`config.mk`:
```
export PLATFORM = sky130hd
export DESIGN_NAME = seq_div_16_8
export DESIGN_NICKNAME = d
export VERILOG_FILES = /design/src/rtl/seq_div_16_8.sv
export SDC_FILE = /design/constraint.sdc
export NUM_CORES = 1
export LEC_CHECK = 0
export ABC_AREA = 1
export CORE_AREA = 2 2 71 107
export CTS_CLUSTER_SIZE = 16
export DETAILED_ROUTE_END_ITERATION = 16
export DIE_AREA = 0 0 73 109
export PLACE_DENSITY_LB_ADDON = 0.08
export SLEW_MARGIN = 5
export SYNTH_ARGS = -nofsm -noshare
export SYNTH_HDL_FRONTEND = slang
export SYNTH_SLANG_ARGS = --single-unit
export TNS_END_PERCENT = 10
```
`constraint.sdc`:
```
create_clock -name clk -period 1.9 [get_ports clk]
set_clock_uncertainty 0.05 [all_clocks]
set_input_delay 0.38 -clock clk [delete_from_list [all_inputs] [get_ports clk]]
set_output_delay 0.38 -clock clk [all_outputs]
set_load 0.01 [all_outputs]
```
`src/rtl/seq_div_16_8.sv`:
```
// Iterative unsigned restoring divider: WIDTH_N-bit dividend by WIDTH_D-bit divisor,
// one quotient bit per clock, valid/ready handshake on both sides.
module seq_div_16_8 #(
  parameter int unsigned WIDTH_N = 16,
  parameter int unsigned WIDTH_D = 8
) (
  input  logic               clk,
  input  logic               rst,
  input  logic               in_valid,
  output logic               in_ready,
  input  logic [WIDTH_N-1:0] dividend,
  input  logic [WIDTH_D-1:0] divisor,
  output logic               out_valid,
  input  logic               out_ready,
  output logic [WIDTH_N-1:0] quotient,
  output logic [WIDTH_D-1:0] remainder,
  output logic               div_by_zero
);

  localparam int unsigned CntW = $clog2(WIDTH_N);

  typedef enum logic [1:0] {
    StIdle,
    StRun,
    StDone
  } state_e;

  state_e             state_q, state_d;
  // Working dividend; quotient bits shift in at the LSB as dividend bits leave the MSB.
  logic [WIDTH_N-1:0] dvd_q, dvd_d;
  logic [WIDTH_D-1:0] dvs_q, dvs_d;
  logic [WIDTH_D:0]   pr_q, pr_d;
  logic [CntW-1:0]    cnt_q, cnt_d;
  logic [WIDTH_N-1:0] quo_q, quo_d;
  logic [WIDTH_D-1:0] rem_q, rem_d;
  logic               dbz_q, dbz_d;

  logic [WIDTH_D:0]   pr_shift;
  logic [WIDTH_D:0]   pr_diff;
  logic               fits;
  logic [WIDTH_D:0]   step_pr;
  logic [WIDTH_N-1:0] step_dvd;

  always_comb begin
    pr_shift = (pr_q << 1) | {{WIDTH_D{1'b0}}, dvd_q[WIDTH_N-1]};
    pr_diff  = pr_shift - {1'b0, dvs_q};
    fits     = (pr_shift >= {1'b0, dvs_q});
    step_pr  = fits ? pr_diff : pr_shift;
    step_dvd = {dvd_q[WIDTH_N-2:0], fits};
  end

  always_comb begin
    state_d = state_q;
    dvd_d   = dvd_q;
    dvs_d   = dvs_q;
    pr_d    = pr_q;
    cnt_d   = cnt_q;
    quo_d   = quo_q;
    rem_d   = rem_q;
    dbz_d   = dbz_q;

    unique case (state_q)
      StIdle: begin
        if (in_valid) begin
          dvd_d = dividend;
          dvs_d = divisor;
          pr_d  = '0;
          cnt_d = CntW'(WIDTH_N - 1);
          if (divisor == '0) begin
            // Zero divisor skips iteration and publishes the fixed result at once.
            quo_d   = '1;
            rem_d   = dividend[WIDTH_D-1:0];
            dbz_d   = 1'b1;
            state_d = StDone;
          end else begin
            state_d = StRun;
          end
        end
      end
      StRun: begin
        dvd_d = step_dvd;
        pr_d  = step_pr;
        cnt_d = cnt_q - CntW'(1);
        if (cnt_q == '0) begin
          // Remainder is always below the divisor, so its top bit is zero here.
          quo_d   = step_dvd;
          rem_d   = step_pr[WIDTH_D-1:0];
          dbz_d   = 1'b0;
          state_d = StDone;
        end
      end
      StDone: begin
        if (out_ready) state_d = StIdle;
      end
      default: state_d = StIdle;
    endcase
  end

  always_ff @(posedge clk or posedge rst) begin
    if (rst) begin
      state_q <= StIdle;
      dvd_q   <= '0;
      dvs_q   <= '0;
      pr_q    <= '0;
      cnt_q   <= '0;
      quo_q   <= '0;
      rem_q   <= '0;
      dbz_q   <= 1'b0;
    end else begin
      state_q <= state_d;
      dvd_q   <= dvd_d;
      dvs_q   <= dvs_d;
      pr_q    <= pr_d;
      cnt_q   <= cnt_d;
      quo_q   <= quo_d;
      rem_q   <= rem_d;
      dbz_q   <= dbz_d;
    end
  end

  assign in_ready    = (state_q == StIdle);
  assign out_valid   = (state_q == StDone);
  assign quotient    = quo_q;
  assign remainder   = rem_q;
  assign div_by_zero = dbz_q;

endmodule

```
run_1/flops_by_reg.png
Other sequential cells in the stronger gray, the rest of the logic in the fainter gray.
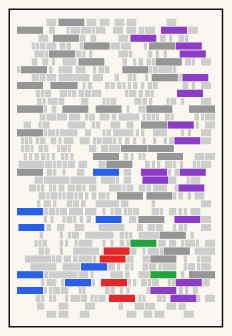
Blue marks dvs_q, placed flops 8, where bottom left. Red marks cnt_q, placed flops 4, where bottom middle. Green marks state_q, placed flops 2. Purple marks quotient, placed flops 16.
Another 33 sequential cells are not colored.

run_1/placement.png
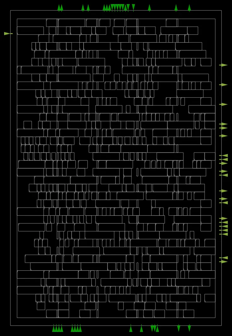
row cnt: 38
Core Box Area: 7080 sq um
# Taps: 80
final non-filler cell total: 598

run_1/metal_density.png
The die is cut into 15 by 22 equal tiles; black is low, pale yellow is high, scaled to the fullest tile. Values are wire area over tile area, all layers added.
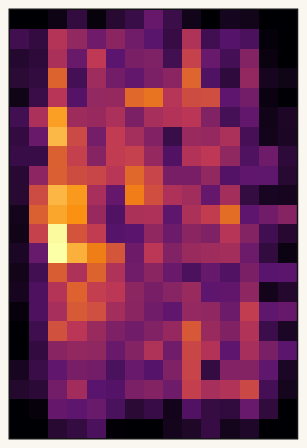
The mean over all tiles is 0.17. The densest ninth of the die: left middle. 6.7% of the tiles are nearly empty.

run_1/io_fan.png
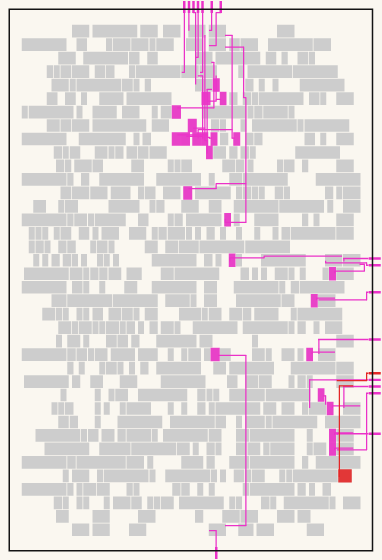
Red marks rst, bits 1, direction input, end cells 1, buffers 1, wire 28.9 um. Magenta marks dividend, bits 16, direction input, end cells 23, buffers 16, wire 438 um.

==> flow_summary_export.csv, run 1 <==
group,metric,value,unit
drt,wl_met3,243,um
finish,num_antenna_cells,0,
critical_path,crit_arrival,2.04,ns
finish,comb_share,35.9,%
run,warnings,27,
yosys,topCombFamilyByArea,"simple AND/OR/NAND/NOR gates",
pwr,p_sw,4410,uW
yosys,synthSimpleGateAreaFrac,27.8,%
sta,period_needed,1.85,ns
pwr,power_frac_comb,64.9,%
yosys,yosys_area,3280,sq um
finish,layout_top_cell,"nand2_1",
drt,vias_per_cell,5.15,
place,place_ws,-0.127,ns
critical_path,path_delay_family,"adder cells",
yosys,top_cell_area_share,48.0,%
die,chip_area,7960,sq um
yosys,ys_cells,416,
die,die_w,73,um
pwr,clkPwrFrac,11.4,%
place,dp_hpwl,6.12,mm
cts,cts_hold_buf,0,
global_routing,use_met1,27.2,%
hold_path,hp-class,"reg -> reg",
sta,final.setup.tns,0,ns
yosys,top_area_cell,"dfrtp_1",
outcome,outcome,"completed",
yosys,flop_cell,"dfrtp_1",
pwr,p_per_area,2130,nW/um^2
cts,cts_resized,11,
pwr,fin_total_pwr,10100,uW
pwr,internal_power,5660,uW
critical_path,r2r_slack,0.05,ns
yosys,ys_seq_share,48.0,%
global_routing,grt_first_pass_wirelength,14.1,mm
global_routing,grtUsageMet2,40.2,%
die,fp_util,46.3,%
finish,synthToLayoutAreaGrowth,43.9,%
critical_path,start_kind,"flip-flop",
sta,post-route-period-util,97.5,%
yosys,fp_nets,454,
finish,n_all_inverters,54,
hold_path,hp-start,"quotient[0]",
place,dp.cells,576,
hold_path,holdPathEnd,"quotient[0]",
finish,stdcell_area,4720,sq um
sta,setup_viol,0,
cts,cts.clk_slew.worst_paths,0.07,ns
sta,finalWorstSetupSlack,0.0466,ns
drt,drtIter0Drc,172,
sta,slew_headroom,77.2,%
drt,ant_nets,0,
cts,htreeDepth,3,
drt,firstDrtPassIters,4,
pwr,seq_cell_power,2390,uW
sta,finalHoldViolCount,0,
global_routing,antenna_found_initial,0,
pwr,p_seq_share,23.7,%
critical_path,critPathLaunch,"dvd_q[15]",
sta,maxSlewViolCount,0,
cts,postCtsSetupRepairBufs,2,
pwr,p_leak,0.00224,uW
yosys,synth_area,3280,sq um
drt,wl_per_cell,14.4,um
critical_path,critPathBufInv,3,
critical_path,end_kind,"flip-flop",
yosys,synth-xor-area-share,0.800,%
critical_path,setup.worst_path.end,"remainder[4]",
yosys,common_cells,"nand2_1 (103), dfrtp_1 (63), inv_1 (51)",
pwr,swShare,43.8,%
yosys,ys_ff,63,
yosys,synthMuxAreaShare,0,%
yosys,edf_count,0,
drt,dr_total_vias,3079,
finish,fin_util,66.7,%
pwr,ir_worst_vdd,1320,uV
critical_path,crit_path_max_fanout,3,
place,io_buffers,54,
cts,tritoncts,"built",
critical_path,worst_r2r_startpoint,"dvd_q[15]",
critical_path,slowest_delay,0.39,ns
place,place_area,4200,sq um
global_routing,grt.met3_usage,4.71,%
place,gp_congestion,0.900,
pwr,powerClk,1150,uW
critical_path,reg2regPathDepth,11,
run,cap_violations,0,
==> run 2, diff against run 1 <==
--- a/config.mk
+++ b/config.mk
@@ -6,10 +6,12 @@
 export NUM_CORES = 1
 export LEC_CHECK = 0
 export ABC_AREA = 1
-export CORE_AREA = 2 2 71 107
+export CORE_AREA = 2 2 86 88
 export CTS_CLUSTER_SIZE = 16
 export DETAILED_ROUTE_END_ITERATION = 16
-export DIE_AREA = 0 0 73 109
+export DIE_AREA = 0 0 88 90
+export GPL_ROUTABILITY_DRIVEN = 0
+export HOLD_SLACK_MARGIN = 0.08
 export PLACE_DENSITY_LB_ADDON = 0.08
 export SLEW_MARGIN = 5
 export SYNTH_ARGS = -nofsm -noshare
==> run 2 against run 1 <==
Non-clock buffer count is 10 lower; hold slack lost 0.015 ns; sequential cell count did not move; combinational power fell by 13%; area after synthesis stayed put; highest routed layer unchanged; clock-buffer cell count decreased by 2.
==> flow_summary_export.csv, run 2 <==
group,metric,value,unit
global_routing,grt_max_degree,64,
pwr,powerClk,1200,uW
place,place_ws,-0.124,ns
sta,finalWorstSetupSlack,0.0362,ns
yosys,yosys_area,3280,sq um
global_routing,grtUsageMet2,32.3,%
run,warnings,28,
cts,postCtsSetupRepairBufs,0,
place,dp_hpwl,5.68,mm
cts,cts.clk_slew.worst_paths,0.07,ns
pwr,p_sw,4010,uW
global_routing,use_met1,29.7,%
critical_path,critPathLaunch,"dvd_q[15]",
critical_path,critPathBufInv,3,
yosys,ys_seq_share,48.0,%
drt,drtIter0Drc,146,
die,chip_area,7920,sq um
yosys,synthSimpleGateAreaFrac,27.8,%
yosys,topCombFamilyByArea,"simple AND/OR/NAND/NOR gates",
finish,fin_util,64.8,%
sta,period_needed,1.86,ns
place,dp.cells,589,
drt,ant_nets,0,
global_routing,grt_first_pass_wirelength,13.3,mm
critical_path,setup.worst_path.end,"remainder[4]",
cts,htreeDepth,3,
pwr,swShare,43.0,%
drt,wl_met3,389,um
yosys,ys_cells,416,
drt,firstDrtPassIters,5,
run,cap_violations,0,
pwr,fin_total_pwr,9330,uW
critical_path,crit_path_max_fanout,3,
yosys,edf_count,0,
die,die_w,88,um
yosys,synth-xor-area-share,0.800,%
hold_path,hp-class,"in -> async",
pwr,internal_power,5320,uW
yosys,top_cell_area_share,48.0,%
pwr,p_per_area,2050,nW/um^2
sta,setup_viol,0,
pwr,p_leak,0.00218,uW
sta,final.setup.tns,0,ns
critical_path,path_delay_family,"adder cells",
sta,slew_headroom,72.2,%
cts,cts_resized,4,
critical_path,end_kind,"flip-flop",
place,place_area,4190,sq um
drt,dr_total_vias,2998,
global_routing,antenna_found_initial,0,
sta,post-route-period-util,98.1,%
finish,stdcell_area,4550,sq um
critical_path,reg2regPathDepth,11,
critical_path,start_kind,"flip-flop",
finish,layout_top_cell,"nand2_1",
die,core-area,7020,sq um
pwr,p_seq_share,25.8,%
yosys,common_cells,"nand2_1 (103), dfrtp_1 (63), inv_1 (51)",
die,fp_util,46.8,%
critical_path,worst_r2r_startpoint,"dvd_q[15]",
outcome,outcome,"completed",
sta,finalHoldViolCount,0,
cts,tritoncts,"built",
critical_path,slowest_delay,0.42,ns
critical_path,crit_arrival,2.10,ns
finish,num_antenna_cells,0,
yosys,top_area_cell,"dfrtp_1",
pwr,seq_cell_power,2400,uW
run_2/io_fan.png
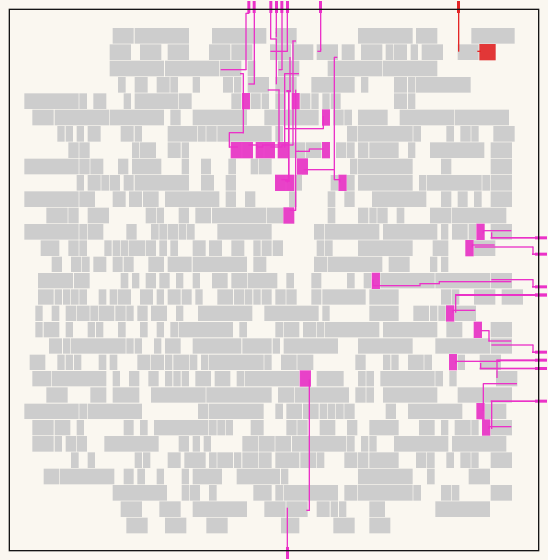
Red marks rst, bits 1, direction input, end cells 1, buffers 1, wire 7.10 um. Magenta marks dividend, bits 16, direction input, end cells 23, buffers 16, wire 404 um.

run_2/placement.png
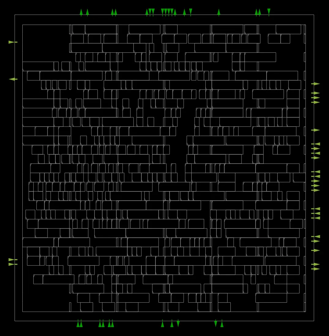
# Taps: 99
row cnt: 31
registers: 63
sequential cell area share: 34.7%
final non-filler cell total: 607

==> run 3, diff against run 2 <==
--- a/config.mk
+++ b/config.mk
@@ -6,10 +6,10 @@
 export NUM_CORES = 1
 export LEC_CHECK = 0
 export ABC_AREA = 1
-export CORE_AREA = 2 2 86 88
+export CORE_AREA = 2 2 87 89
 export CTS_CLUSTER_SIZE = 16
 export DETAILED_ROUTE_END_ITERATION = 16
-export DIE_AREA = 0 0 88 90
+export DIE_AREA = 0 0 89 91
 export GPL_ROUTABILITY_DRIVEN = 0
 export HOLD_SLACK_MARGIN = 0.08
 export PLACE_DENSITY_LB_ADDON = 0.08
run_3/io_fan.png
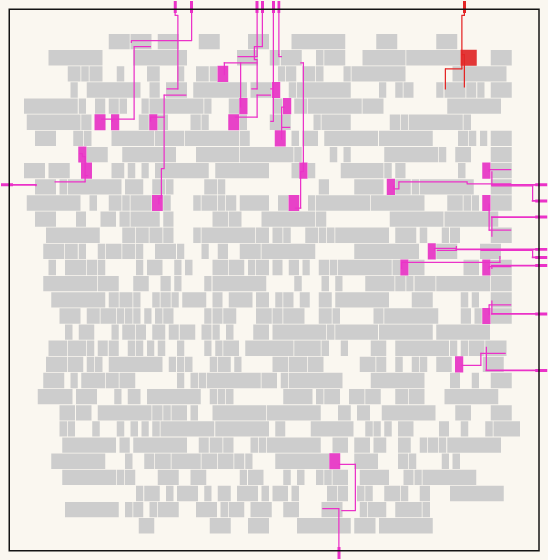
Magenta marks dividend, bits 16, direction input, end cells 23, buffers 16, wire 392 um. Red marks rst, bits 1, direction input, end cells 1, buffers 1, wire 22.2 um.

==> run 3 against run 2 <==
Combinational power rose by 4.0%; largest power group unchanged; first-iteration DRC count fell by 31%; register-to-register slack better by 0.02 ns; total power is 2.1% higher; largest cell class is now combinational gates; final cell count grew 0.99%; sequential share of layout area decreased by 0.75 points.
==> flow_summary_export.csv, run 3 <==
group,metric,value,unit
finish,num-nonclk-buffers,98,
sta,grt_setup_unrepaired,"yes",
finish,seq_area_share,33.9,%
critical_path,setup.worst_path.end,"remainder[2]",
critical_path,crit_arrival,2.07,ns
pwr,p_per_area,2050,nW/um^2
critical_path,slowest_delay,0.44,ns
finish,final_cell_mix,"nand2_1 (98), dfrtp_1 (63), clkdlybuf4s50_1 (52)",
drt,drtIter0Drc,101,
finish,fin_util,65.1,%
sta,finalHoldViolCount,0,
run,warnings,27,
finish,num_antenna_cells,0,
yosys,flop_cell,"dfrtp_1",
yosys,synth_area_per_cell,7.89,sq um
pwr,powerClk,1170,uW
finish,n_all_inverters,54,
yosys,yosysMostFrequentCell,"nand2_1",
die,chip_area,8100,sq um
critical_path,reg2regPathDepth,11,
finish,flop_area,1580,sq um
finish,comb_share,34.6,%
critical_path,r2r_slack,0.06,ns
critical_path,critPathBufInv,3,
critical_path,path_delay_family,"simple AND/OR/NAND/NOR gates",
pwr,fin_total_pwr,9520,uW
cts,clock_sink_count,63,
drt,vias_per_cell,4.93,
pwr,p_leak,0.00223,uW
critical_path,crit_chain,"ha_4 > nand2_1 > nor2_2 > buf_4 > nand3_1 > nand4_1 > buf_4 > nand3_2 > nand3_2 > nand2_1 > inv_1",
die,fp.dieH,91,um
place,dp.cells,595,
pwr,power_frac_comb,62.5,%
cts,cts_hold_buf,0,
critical_path,crit_path_max_fanout,5,
global_routing,grt.met3_usage,5.18,%
die,io_pins,55,
yosys,synth-xor-area-share,0.800,%
yosys,synthAoiAreaFrac,10.8,%
drt,wl_met1,3.86,mm
hold_path,hp-class,"in -> async",
critical_path,required,2.13,ns
global_routing,overflow,0,
finish,num-fill-cells,665,
critical_path,start_kind,"flip-flop",
global_routing,antenna_found_initial,0,
drt,ant_nets,0,
die,core-area,7140,sq um
critical_path,end_kind,"flip-flop",
pwr,ir_worst_vdd,1180,uV
yosys,yosys_area,3280,sq um
critical_path,worst_r2r_startpoint,"pr_q[1]",
drt,drc,0,
pwr,comb_cell_power,5950,uW
yosys,edf_count,0,
sta,worst_pin_slew,0.489,ns
die,die_w,89,um
die,tapCellCount,99,
yosys,synthMuxAreaShare,0,%
sta,final.setup.tns,0,ns
drt,wl_met3,360,um
run,cap_violations,0,
die,core.rowCount,31,
cts,cts.root.buffer_cell,"clkbuf_8",
yosys,netlist_instances,416,
sta,slew_headroom,67.3,%
place,io_buffers,54,
pwr,clkPwrFrac,12.3,%
cts,cts.clk_slew.worst_paths,0.08,ns
pwr,internal_power,5350,uW
yosys,ys_cells,416,
sta,period_needed,1.84,ns
cts,htreeDepth,3,
finish,stdcell_area,4650,sq um
yosys,top_cell_area_share,48.0,%
sta,setup_viol,0,
yosys,area_leaders,"dfrtp_1 (48%), nand2_1 (12%), nand3_1 (5.9%)",
finish,layout_top_cell,"nand2_1",
drt,firstDrtPassIters,4,
cts,numCtsBuffers,9,
yosys,synth-async-reset-ratio,100,%
critical_path,crit_slowest_cell,"dfrtp_1",
finish,comb_cells,283,
yosys,ys_seq_share,48.0,%
cts,cts_max_path_buffers,2,
critical_path,critPathLaunch,"pr_q[1]",
finish,nets,547,
pwr,p_seq_share,25.3,%
pwr,p_sw,4170,uW
finish,instances_no_fill,613,
global_routing,grt_max_degree,40,
sta,fmax,543,MHz
global_routing,grt_first_pass_wirelength,13.4,mm
critical_path,worstSetupPathDepth,11,
yosys,fp_nets,454,
sta,finalWorstSetupSlack,0.0567,ns
yosys,synth_area,3280,sq um
drt,top_layer,"met4",
place,place_ws,-0.136,ns
global_routing,grt_pass1_vias,2867,
critical_path,crit_type,"reg -> reg",
global_routing,grtUsageMet2,33.0,%
sta,post-route-period-util,97.0,%
global_routing,use_met1,30.1,%
yosys,common_cells,"nand2_1 (103), dfrtp_1 (63), inv_1 (51)",
outcome,outcome,"completed",
place,place_area,4250,sq um
finish,top_area_cell_class,"combinational gates",
yosys,topCombFamilyByArea,"simple AND/OR/NAND/NOR gates",
pwr,power.group.top,"combinational cells",
pwr,swShare,43.8,%
cts,cts_resized,6,
cts,tritoncts,"built",
cts,postCtsSetupRepairBufs,1,
yosys,ys_ff,63,
finish,seq_cells,63,
yosys,yosysWarnings,0,
drt,wl_met2,3.84,mm
yosys,top_area_cell,"dfrtp_1",
sta,whs,0.357,ns
global_routing,grt.busiest_layer,"met2",
sta,maxSlewViolCount,0,
finish,clkbuf_count,9,
yosys,synthSimpleGateAreaFrac,27.8,%
pwr,seq_cell_power,2400,uW
cts,clk_latency,0.34,ns
place,dp_hpwl,5.88,mm
die,fp_util,46.0,%
finish,synthToLayoutAreaGrowth,41.6,%
yosys,synth.distinct_cells,30,
run_3/metal_density.png
The die is cut into 18 by 18 equal tiles; black is low, pale yellow is high, scaled to the fullest tile. Values are wire area over tile area, all layers added.
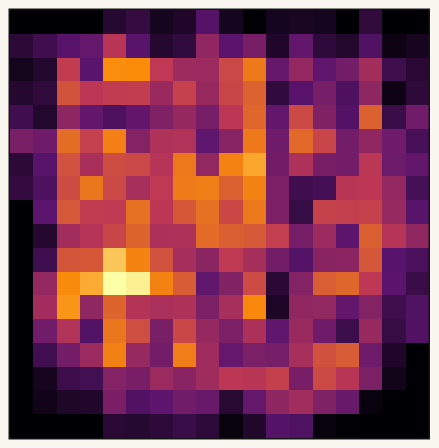
wire per inst: 13.2 um
Total Routing Usage GR: 21.4%
via count: 3023
Routed WL: 8.12 mm


==> screenshots <==
The metal 3 layer.
(a)
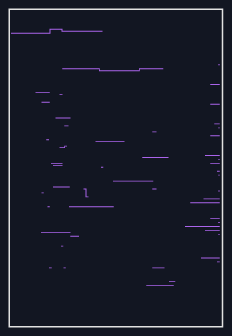
(b)
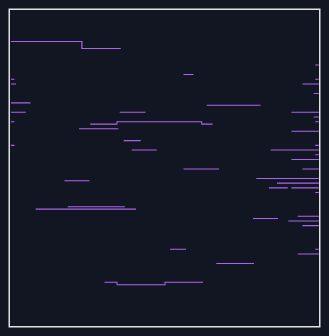
(c)
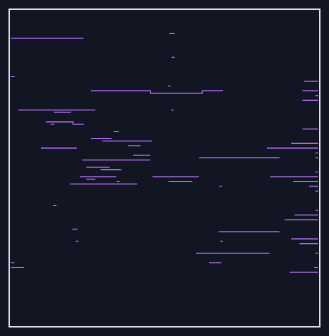
(a) is run 1.
(c) is run 2.
(b) is run 3.

Key to (c):
The layer holds 4.9% of the routed length. The longest straight run is 22.5 um.

No activity file was given, so power comes from the tool's default toggle rates.
